Fig. 1: met2 routing
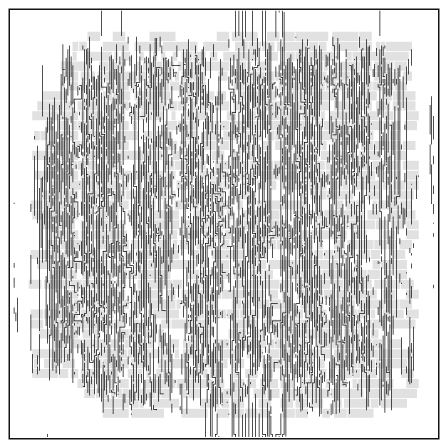
Fig. 2: signal wires by layer
Only two layers are drawn.
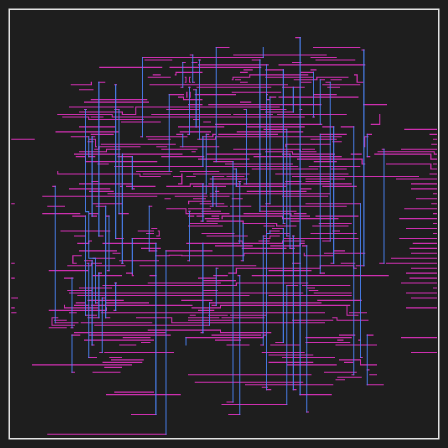
### config.mk
export PLATFORM = sky130hd
export DESIGN_NAME = spike_aer_encoder
export DESIGN_NICKNAME = d
export VERILOG_FILES = /design/src/rtl/snn_aer_pkg.sv /design/src/rtl/lsb_priority_enc.sv /design/src/rtl/spike_aer_encoder.sv
export SDC_FILE = /design/constraint.sdc
export NUM_CORES = 1
export LEC_CHECK = 0
export ABC_CLOCK_PERIOD_IN_PS = 4650
export CORE_MARGIN = 5
export CORE_UTILIZATION = 51
export DETAILED_ROUTE_END_ITERATION = 7
export PLACE_DENSITY = 0.78
export SLEW_MARGIN = 20
export SYNTH_ARGS = -nofsm -noshare
export SYNTH_HDL_FRONTEND = slang
export SYNTH_SLANG_ARGS = --single-unit
export TNS_END_PERCENT = 100
### constraint.sdc
create_clock -name clk -period 4.65 [get_ports clk]
set_clock_uncertainty 0.15 [all_clocks]
set_input_delay 1.1625 -clock clk [delete_from_list [all_inputs] [get_ports clk]]
set_output_delay 1.1625 -clock clk [all_outputs]
set_load 0.02 [all_outputs]
### src/rtl/snn_aer_pkg.sv
// Shared types and helpers for the spike-to-AER encoder slice.
package snn_aer_pkg;

    typedef enum logic [0:0] {
        IDLE = 1'b0,
        SCAN = 1'b1
    } aer_state_e;

    // Event address width for an n-neuron layer (never narrower than one bit).
    function automatic int addr_w(input int n);
        return (n > 1) ? $clog2(n) : 1;
    endfunction

endpackage

### src/rtl/lsb_priority_enc.sv
// Combinational lowest-set-bit priority encoder with any-set and single-bit flags.
module lsb_priority_enc #(
    parameter int N = 64,
    parameter int W = 6
) (
    input  logic [N-1:0] vec,
    output logic [W-1:0] idx,
    output logic         any,
    output logic         single
);

    logic [N-1:0] vec_minus_one_s;

    // Scan from the top down so the lowest set bit is the last one written.
    always_comb begin
        idx = {W{1'b0}};
        for (int i = N - 1; i >= 0; i--) begin
            if (vec[i]) begin
                idx = W'(i);
            end else begin
                idx = idx;
            end
        end
    end

    // Flags: any bit set, and exactly one bit set.
    always_comb begin
        vec_minus_one_s = vec - {{(N-1){1'b0}}, 1'b1};
        any             = (vec != {N{1'b0}});
        single          = ((vec & vec_minus_one_s) == {N{1'b0}}) && any;
    end

endmodule

### src/rtl/spike_aer_encoder.sv
// Serialises a captured spike frame into ascending AER events over valid/ready.
// Optional macro SPIKE_AER_COUNT_EN adds the frame_spike_cnt popcount output.
module spike_aer_encoder
    import snn_aer_pkg::*;
#(
    parameter int NEURON_NUM = 64
) (
    input  logic                            clk,
    input  logic                            rst,
    input  logic                            ce,
    input  logic [NEURON_NUM-1:0]           spike_in,
    input  logic                            frame_valid,
    output logic                            frame_ready,
    output logic                            aer_valid,
    input  logic                            aer_ready,
    output logic [addr_w(NEURON_NUM)-1:0]   aer_addr,
    output logic                            aer_last,
`ifdef SPIKE_AER_COUNT_EN
    output logic [addr_w(NEURON_NUM):0]     frame_spike_cnt,
`endif
    output logic                            busy
);

    localparam int ADDR_W = addr_w(NEURON_NUM);

    aer_state_e              state_r;
    aer_state_e              state_nxt_s;
    logic [NEURON_NUM-1:0]   pending_r;
    logic [NEURON_NUM-1:0]   pending_nxt_s;
    logic [ADDR_W-1:0]       idx_s;
    logic                    any_s;
    logic                    single_s;
    logic                    capture_s;

    // Outputs are registered from the encoding of next-state pending, so the
    // event seen this cycle always describes pending_r with no input path.
    lsb_priority_enc #(
        .N (NEURON_NUM),
        .W (ADDR_W)
    ) u_enc (
        .vec    (pending_nxt_s),
        .idx    (idx_s),
        .any    (any_s),
        .single (single_s)
    );

    // Next-state and next-pending decode.
    always_comb begin
        state_nxt_s   = state_r;
        pending_nxt_s = pending_r;
        capture_s     = 1'b0;
        case (state_r)
            IDLE: begin
                if (frame_valid && ce) begin
                    capture_s     = 1'b1;
                    pending_nxt_s = spike_in;
                    if (spike_in != {NEURON_NUM{1'b0}}) begin
                        state_nxt_s = SCAN;
                    end else begin
                        state_nxt_s = IDLE;
                    end
                end else begin
                    state_nxt_s = IDLE;
                end
            end
            SCAN: begin
                if (aer_ready) begin
                    pending_nxt_s = pending_r & (pending_r - {{(NEURON_NUM-1){1'b0}}, 1'b1});
                    if (aer_last) begin
                        state_nxt_s = IDLE;
                    end else begin
                        state_nxt_s = SCAN;
                    end
                end else begin
                    state_nxt_s = SCAN;
                end
            end
            default: begin
                state_nxt_s   = IDLE;
                pending_nxt_s = {NEURON_NUM{1'b0}};
            end
        endcase
    end

    // FSM state, pending spikes and registered handshake outputs.
    always_ff @(posedge clk) begin
        if (rst) begin
            state_r     <= IDLE;
            pending_r   <= {NEURON_NUM{1'b0}};
            aer_valid   <= 1'b0;
            aer_last    <= 1'b0;
            aer_addr    <= {ADDR_W{1'b0}};
            busy        <= 1'b0;
            frame_ready <= 1'b1;
        end else begin
            state_r     <= state_nxt_s;
            pending_r   <= pending_nxt_s;
            aer_valid   <= any_s;
            aer_last    <= single_s;
            aer_addr    <= idx_s;
            busy        <= any_s;
            frame_ready <= ~any_s;
        end
    end

`ifdef SPIKE_AER_COUNT_EN
    function automatic logic [ADDR_W:0] popcount(input logic [NEURON_NUM-1:0] v);
        logic [ADDR_W:0] cnt;
        cnt = {(ADDR_W+1){1'b0}};
        for (int i = 0; i < NEURON_NUM; i++) begin
            cnt = cnt + {{ADDR_W{1'b0}}, v[i]};
        end
        return cnt;
    endfunction

    // Spike count of the most recently captured frame, held until the next capture.
    always_ff @(posedge clk) begin
        if (rst) begin
            frame_spike_cnt <= {(ADDR_W+1){1'b0}};
        end else if (capture_s) begin
            frame_spike_cnt <= popcount(spike_in);
        end else begin
            frame_spike_cnt <= frame_spike_cnt;
        end
    end
`endif

endmodule

==> results_slide.txt <==
Flow Results at a Glance

Floorplanning
  – Ports: 79
  – Die height: 117 µm
  – Core Util at FP: 51.7%

Setup path
  – Crit-path max FO: 6
  – Max incr delay on CP: 0.62 ns
  – Worst path slowest cell: or4b_4
  – Critical Path Sink Type: flop
  – Crit path required time: 4.77 ns
  – CP Cell Sequence: clkbuf_2, or4b_4, buf_4, nor4_4, a21oi_2, or3_4, or4b_4, buf_4, nor4_4, o22ai_1, nor4_2, nand4_1, nor4_2
  – CP bufs+invs: 3

Synthesis
  – Synth Seq Share: 25.2%
  – Top cells by count: 108 x nor2_1, 74 x dfxtp_1, 70 x nand2_1
  – Most numerous cell in the Yosys netlist: nor2_1
  – Area leader share: 25.2%
  – Syn. warnings: 0
  – Yosys stat area: 0.00588 mm²
  – Synth area leader: dfxtp_1
  – Asr flop ratio synth: 0%
  – Main area contributors: dfxtp_1 25%, nor2_1 6.9%, mux2i_1 6.6%
  – Synth Instances: 774
  – Yosys Instances: 774
  – Synth unique cells: 78
  – Syn Area/Cell: 7.60 µm²

Timing
  – FMAX: 0.218 GHz
  – Final period demand of the worst path: 4.58 ns
  – Max Slew Vio Count: 0
  – RSZ-0062 raised after global routing: false
  – # setup viols final: 0

Clock tree
  – CTS Root Cell: clkbuf_16
  – CTS Buf Count: 9
  – H-tree depth: 3

Detailed routing
  – Drt initial violations: 1379
  – DRC: 0

Finish
  – Layout cell share with drive strength beyond 1: 28.0%
  – Fillcell total: 853
  – Area grow syn2layout: 48.3%

GRT
  – Initial antenna violation count: 2
  – Number of global-route vias before repair: 7750
  – GRT overflow: 0

Power and ir drop
  – Maximum vdd ir drop: 254 µV

Outcome
  – Status: completed
-- Fig. 1 (at the start) --
main direction = vertical
longest straight run = 55.4 µm
nets with wire on the layer = 1003
wire length on this layer = 12100 µm
share of all routed wire = 41%

-- Fig. 2 (at the start) --
magenta -> met3  # wire length 4250 µm
blue -> met4  # wire length 1880 µm
Avg WL per Cell: 24.7 µm
GRT Util Overall: 39.7%
DR vias: 8274
final WL: 29.2 mm

-- routing by layer --
metal	up-vias	part of all wire [%]	global-route usage, %
met3	165	15	11.6
met1	3790	38	51.9
li1	3528	-	-
met2	787	41	58.6
met5	-	0.092	0
met4	4	6.4	21.6
-- worst register-to-register path, delay by kind of cell (launching register included) --
family | cells | cell delay [ns]
AND/OR/NAND/NOR | 8 | 2.85
buffers and inverters | 3 | 0.55
flip-flops | 1 | 0.36
AND-OR/OR-AND | 2 | 0.25
-- cells in the final DEF (no fill, tap or decap), types with 6 or more instances in the layout --
cell type and count:
a41oi_1 6, mux2_2 9, clkdlybuf4s50_1 74, nor4_4 7, buf_4 196, a211oi_1 7
clkbuf_16 9, a21o_1 12, o31ai_1 6, and2_1 7, nor2_1 108, nor3_1 30
nand4_1 19, o21ai_0 16, a31o_2 9, nand2b_1 6, a31oi_1 13, nor4_2 10
nor2b_1 19, inv_1 13, and3_1 9, nand3_1 25, or2_2 13, dfxtp_1 74
nor4_1 42, a21oi_1 33, or4_1 11, mux2i_1 38, nand2_1 69, or3_1 10
-- timing repair --
item,4_1_cts,5_1_grt
buffers inserted,4,6
gates cloned,2,0
pin swaps,14,10
setup endpoints to repair,1,3
resized,16,20
-- cells by family after synthesis --
| family | share of synthesized area, % |
|---|---|
| AND-OR/OR-AND | 21.4 |
| adder cells (fa/ha/maj) | 0.340 |
| multiplexers | 8.55 |
| buffers and inverters | 3.34 |
| AND/OR/NAND/NOR | 41.2 |
| flip-flops | 25.2 |
-- state kept, by name, indices dropped and copies added (netlist names) --
| name | count |
|---|---|
| state_r | 1 |
| pending_r | 64 |
| aer_last | 1 |
| aer_addr | 6 |
| frame_ready | 1 |
| busy | 1 |
-- worst paths after layout --
check / from / endpoint / cells past startpoint
worst min-delay path: aer_last / state_r / 3
worst max register to register: pending_r[20] / aer_last / 13
worst max-delay path: aer_ready / aer_last / 13
worst min register to register: aer_last / state_r / 3
-- layout make-up --
| type | instances | area, µm² | area share (%) |
|---|---|---|---|
| sequential | 74 | 1480 | 17.0 |
| tap | 143 | 179 | 2.05 |
| inverter | 13 | 48.8 | 0.559 |
| timing repair buffer | 278 | 2330 | 26.8 |
| clock buffer | 14 | 264 | 3.03 |
| multi-input combinational | 658 | 4380 | 50.2 |
| clock inverter | 2 | 35.0 | 0.402 |
-- report_power, final --
group | leakage (nW) | switching, W | internal [W]
Combinational | 2.89 | 0.000651 | 0.000510
Sequential | 0.605 | 0.0000476 | 0.000671
Clock | 0.147 | 0.000286 | 0.000445
-- per-stage QoR --
step	setup WS [ns]	cell area (µm²)	power, W	utilization [%]	hold slack, ns
after floorplan	0.00823	5900	0.00124	-	0.420
after global placement	-0.569	8130	0.00174	71.5	0.439
after detailed placement	-0.604	8130	0.00176	71.5	0.437
after CTS	0.0122	8590	0.00252	75.6	0.451
after global routing	0.0102	8720	0.00268	76.7	0.492
final	0.0666	8720	0.00261	76.7	0.479
Power figures rest on the tool's default switching activity, not on a simulated workload.
